## config.mk

```make
export PLATFORM = sky130hd
export DESIGN_NAME = float_signinj_pipe
export DESIGN_NICKNAME = d
export VERILOG_FILES = /design/src/rtl/float_signinj_pipe.sv
export SDC_FILE = /design/constraint.sdc
export NUM_CORES = 1
export LEC_CHECK = 0
export ABC_AREA = 1
export CAP_MARGIN = 20
export CORE_MARGIN = 5
export CORE_UTILIZATION = 40
export CTS_BUF_LIST = sky130_fd_sc_hd__clkbuf_8 sky130_fd_sc_hd__clkbuf_16
export DETAILED_ROUTE_END_ITERATION = 7
export MAX_ROUTING_LAYER = met4
export PLACE_DENSITY = 0.77
export SLEW_MARGIN = 20
export SYNTH_ARGS = -nofsm -noshare
export SYNTH_HDL_FRONTEND = slang
export SYNTH_SLANG_ARGS = --single-unit
export TNS_END_PERCENT = 10
```

## constraint.sdc

```tcl
create_clock -name CLK -period 1.8 [get_ports CLK]
set_clock_uncertainty 0.1 [all_clocks]
set_input_delay 0.45 -clock CLK [delete_from_list [all_inputs] [get_ports CLK]]
set_output_delay 0.45 -clock CLK [all_outputs]
set_load 0.03 [all_outputs]
```

## src/rtl/float_signinj_pipe.sv

```systemverilog
// float_signinj_pipe: pipelined multi-lane FSGNJ/FSGNJN/FSGNJX unit with
// valid/ready handshakes on both sides, per-lane enables and detection of
// undefined opcodes.
//
// Ports:
//   CLK, nRST            clock, asynchronous active-low reset
//   in_valid / in_ready  input handshake (in_ready = pipeline may advance)
//   float1               packed magnitude operands, lane i at [i*FW +: FW]
//   float2               packed sign-source operands, same packing
//   sgnj_type            operation shared by all lanes of a transaction
//   lane_en              per-lane enable, a disabled lane passes float1 through
//   out_valid / out_ready output handshake
//   out                  packed results, same packing as float1
//   invalid_op           opcode of the output transaction was undefined

package float_signinj_pipe_pkg;
   localparam int unsigned HALF_FLOAT_W = 16;

   typedef enum logic [1:0] {
      RM_J  = 2'b00,
      RM_JN = 2'b01,
      RM_JX = 2'b10
   } fpu_sgnj_type_t;
endpackage

module float_signinj_pipe
   import float_signinj_pipe_pkg::*;
#(
   parameter int unsigned LANES       = 4,
   parameter int unsigned FLOAT_WIDTH = HALF_FLOAT_W,
   parameter int unsigned PIPE_DEPTH  = 2
) (
   input  logic                         CLK,
   input  logic                         nRST,
   input  logic                         in_valid,
   output logic                         in_ready,
   input  logic [LANES*FLOAT_WIDTH-1:0] float1,
   input  logic [LANES*FLOAT_WIDTH-1:0] float2,
   input  fpu_sgnj_type_t               sgnj_type,
   input  logic [LANES-1:0]             lane_en,
   output logic                         out_valid,
   input  logic                         out_ready,
   output logic [LANES*FLOAT_WIDTH-1:0] out,
   output logic                         invalid_op
);

   localparam int unsigned DW   = LANES * FLOAT_WIDTH;
   localparam int unsigned LAST = PIPE_DEPTH - 1;

   logic [LANES-1:0] s1_c;
   logic [LANES-1:0] s2_c;
   logic [LANES-1:0] sgn_c;
   logic [DW-1:0]    res_c;
   logic             inv_c;
   logic             advance_c;

   logic [PIPE_DEPTH-1:0] vld_q, vld_d;
   logic [PIPE_DEPTH-1:0] inv_q, inv_d;
   logic [DW-1:0]         data_q [PIPE_DEPTH];
   logic [DW-1:0]         data_d [PIPE_DEPTH];

   // Only the sign bits of float2 are consumed; fold the rest so they read as used.
   logic unused_float2_c;
   assign unused_float2_c = ^float2;

   // Extract per-lane sign bits.
   always_comb begin
      s1_c = '0;
      s2_c = '0;
      for (int unsigned i = 0; i < LANES; i++) begin
         s1_c[i] = float1[i*FLOAT_WIDTH + (FLOAT_WIDTH-1)];
         s2_c[i] = float2[i*FLOAT_WIDTH + (FLOAT_WIDTH-1)];
      end
   end

   // New sign per lane; undefined opcodes keep float1's sign.
   always_comb begin
      sgn_c = s1_c;
      inv_c = 1'b0;
      case (sgnj_type)
         RM_J:    sgn_c = s2_c;
         RM_JN:   sgn_c = ~s2_c;
         RM_JX:   sgn_c = s1_c ^ s2_c;
         default: inv_c = 1'b1;
      endcase
   end

   // Only the sign bit is replaced; exponent/fraction (incl. NaN payloads) pass through.
   always_comb begin
      res_c = float1;
      for (int unsigned i = 0; i < LANES; i++) begin
         res_c[i*FLOAT_WIDTH + (FLOAT_WIDTH-1)] = lane_en[i] ? sgn_c[i] : s1_c[i];
      end
   end

   assign advance_c = out_ready | ~vld_q[LAST];
   assign in_ready  = advance_c;

   // Whole pipeline shifts together on advance, bubbles included.
   always_comb begin
      vld_d  = vld_q;
      inv_d  = inv_q;
      data_d = data_q;
      if (advance_c) begin
         vld_d[0]  = in_valid;
         inv_d[0]  = in_valid & inv_c;
         data_d[0] = res_c;
         for (int unsigned s = 1; s < PIPE_DEPTH; s++) begin
            vld_d[s]  = vld_q[s-1];
            inv_d[s]  = inv_q[s-1];
            data_d[s] = data_q[s-1];
         end
      end
   end

   always_ff @(posedge CLK or negedge nRST) begin
      if (!nRST) begin
         vld_q <= '0;
         inv_q <= '0;
         for (int unsigned s = 0; s < PIPE_DEPTH; s++) begin
            data_q[s] <= '0;
         end
      end else begin
         vld_q <= vld_d;
         inv_q <= inv_d;
         for (int unsigned s = 0; s < PIPE_DEPTH; s++) begin
            data_q[s] <= data_d[s];
         end
      end
   end

   assign out_valid  = vld_q[LAST];
   assign out        = data_q[LAST];
   assign invalid_op = vld_q[LAST] & inv_q[LAST];

endmodule
```

sizing.png
Scale bar: 50 µm.
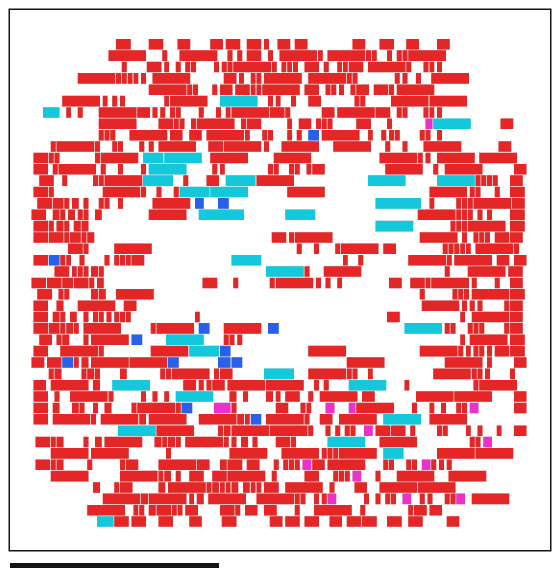
legend:
  x2:
    colour: magenta
    cells: 13
    share: 1.7%
    most_used: nand2_2
  x6 and larger:
    colour: cyan
    cells: 30
    share: 4.0%
    most_used: clkbuf_16
  x3 and x4:
    colour: blue
    cells: 14
    share: 1.9%
    most_used: buf_4
  x1 and smaller:
    colour: red
    cells: 688
    share: 92%
    most_used: nand2_1

==> impl_metrics.env <==
# implementation run metrics
export IMPL_netlist_area_mm2=0.00569
export IMPL_seqPwrFrac_pct=41.6
export IMPL_relSlewSlack_pct=71.9
export IMPL_ys_chip_area_mm2=0.00569
export IMPL_period_needed_ns=1.76
export IMPL_io_pins=205
export IMPL_hold_path_class="flop to flop"
export IMPL_wl_per_cell_um=12.5
export IMPL_ir_drop_uv=550
export IMPL_postSynthCellCount=648
export IMPL_io_buffers=144
export IMPL_buffer_area_share_pct=21.5
export IMPL_critPathSlowestCell="dfrtp_1"
export IMPL_remaining_drc_errors=0
export IMPL_pwr_share_clk_pct=36.1
export IMPL_yosysUniqueCellTypes=16
export IMPL_root_buffer="clkbuf_16"
export IMPL_grt_ovfl_total=0
export IMPL_worstPathRequired_ns=1.25
export IMPL_core_util_floorplan_pct=40.8
export IMPL_min_path_cells=2
export IMPL_hpwlAfterDp_mm=8.17
export IMPL_cts_num_sinks=132
export IMPL_cts_buffer_depth=2
export IMPL_drv_slew=0
export IMPL_finalPower_mw=8.86
export IMPL_crit_fanout=6
export IMPL_hp_start="vld_q[0]"
export IMPL_r2r_cells=7
export IMPL_row_count=43
export IMPL_fill_cells=1296
export IMPL_synth_nets=786
export IMPL_nMultiInputCombCells=396
export IMPL_startpoint_type="flop"
export IMPL_run_status="finished, final reports clean"
export IMPL_max_cap_violations=0
export IMPL_biggestCellCategory="registers"
export IMPL_critPathArrivalTime_ns=1.21
export IMPL_clock_tree_area_fraction_pct=7.47
export IMPL_ff_count=132
export IMPL_r2r_setup_slack_ns=0.30
export IMPL_antenna_found_initial=0
export IMPL_nWellTaps=180
export IMPL_powerDensity_mw_per_mm2=1210
export IMPL_avgSynthCellArea_um2=8.78
export IMPL_area_delta_synth_final_pct=29.2
export IMPL_drtAntennaViolNets=0
export IMPL_cpPeakStageDelay_ns=0.35
export IMPL_ys_cells=648
export IMPL_finalSetupViolCount=0
export IMPL_num_vias=4040
export IMPL_die_width_um=129
export IMPL_p_int_mw=6.22
export IMPL_ys_warn_count=0
export IMPL_logic_area_mm2=0.00159
export IMPL_combPwrFrac_pct=22.4
export IMPL_p_leak_nw=3.88
export IMPL_hold_ws_ns=0.352
export IMPL_power_switching_mw=2.64
export IMPL_inverters=27
export IMPL_final_cell_mix="nand2_1, dfrtp_1, clkdlybuf4s50_1"
export IMPL_endpoint="in_ready"
export IMPL_worstSetupPathType="flop to output pin"
export IMPL_fin_nets=873
export IMPL_fmax_mhz=569
export IMPL_clk_latency_ns=0.40
ff_map.png
Scale bar: 50 µm. Other sequential cells in the stronger grey, the rest of the logic in the fainter grey.
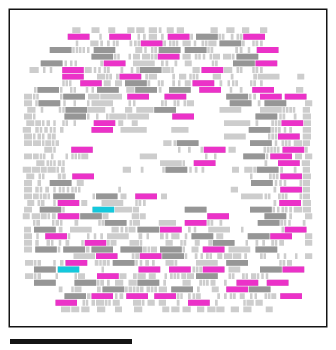
legend:
  out:
    colour: magenta
    flops: 64
    where: spread over the die
  inv_q:
    colour: cyan
    flops: 2
Layout Utilization: 52.7%
Seq/total area: 44.9%
register area: 0.00330 mm²
Seq power: 3.68 mW

layer usage:
metal | up-vias | wire length [µm] | share of wire, % | global-route usage [%]
li1 | 2079 | - | - | -
met1 | 1846 | 5050 | 44 | 18.8
met2 | 97 | 5700 | 49 | 23.4
met3 | 18 | 639 | 5.5 | 3.63
met4 | 0 | 208 | 1.8 | 5.93
met5 | - | 0 | 0 | -
cells in the mapped netlist, drive strengths merged:
library cell,instances,area share (%)
o21ai,34,3.0
buf,86,12
nand3,8,0.70
a21boi,4,0.53
inv,26,1.7
dfrtp,132,58
clkinv,1,0.088
nand2,345,23
clkbuf,7,0.48
or2,1,0.11
a21oi,4,0.35
worst max-delay path: cells and delay by family (launching register included):
kind,cells,cell delay [ns]
buf+inv,2,0.19
simple gates,1,0.27
flops,1,0.35
cell families after synthesis:
family,Yosys count,synth area share (%)
AOI/OAI and AO/OA,42,3.87
DFF,132,58.1
buffers and inverters,120,14.0
and+or+nand+nor,354,24.0
per-stage QoR:
stage / instances / worst slack, ns
final: 925 / 0.0428
after global routing: 925 / -0.0413
after CTS: 924 / -0.0436
after detailed placement: 894 / -0.117
after global placement: 894 / -0.116
after floorplan: 648 / 0.116
flip-flops by register name (all words and copies together) (netlist names):
signal	count
inv_q	2
vld_q	2
data_q	64
out	64
power by group through the flow:
stage | registers, mW | clock network [mW] | logic, mW
floorplan | 3.69 | 0 | 1.63
global placement | 3.72 | 0 | 2.17
detailed placement | 3.74 | 0 | 2.20
CTS | 3.69 | 3.29 | 2.02
global route | 3.75 | 3.42 | 2.18
finish | 3.68 | 3.20 | 1.98
repair_timing:
action	CTS	global route
pin swaps	1	1
setup endpoints to repair	65	2
hold endpoints to repair	34	0
gates resized	68	1
buffers inserted	0	1
hold buffers	1	0
Power figures rest on the tool's default switching activity, not on a simulated workload.
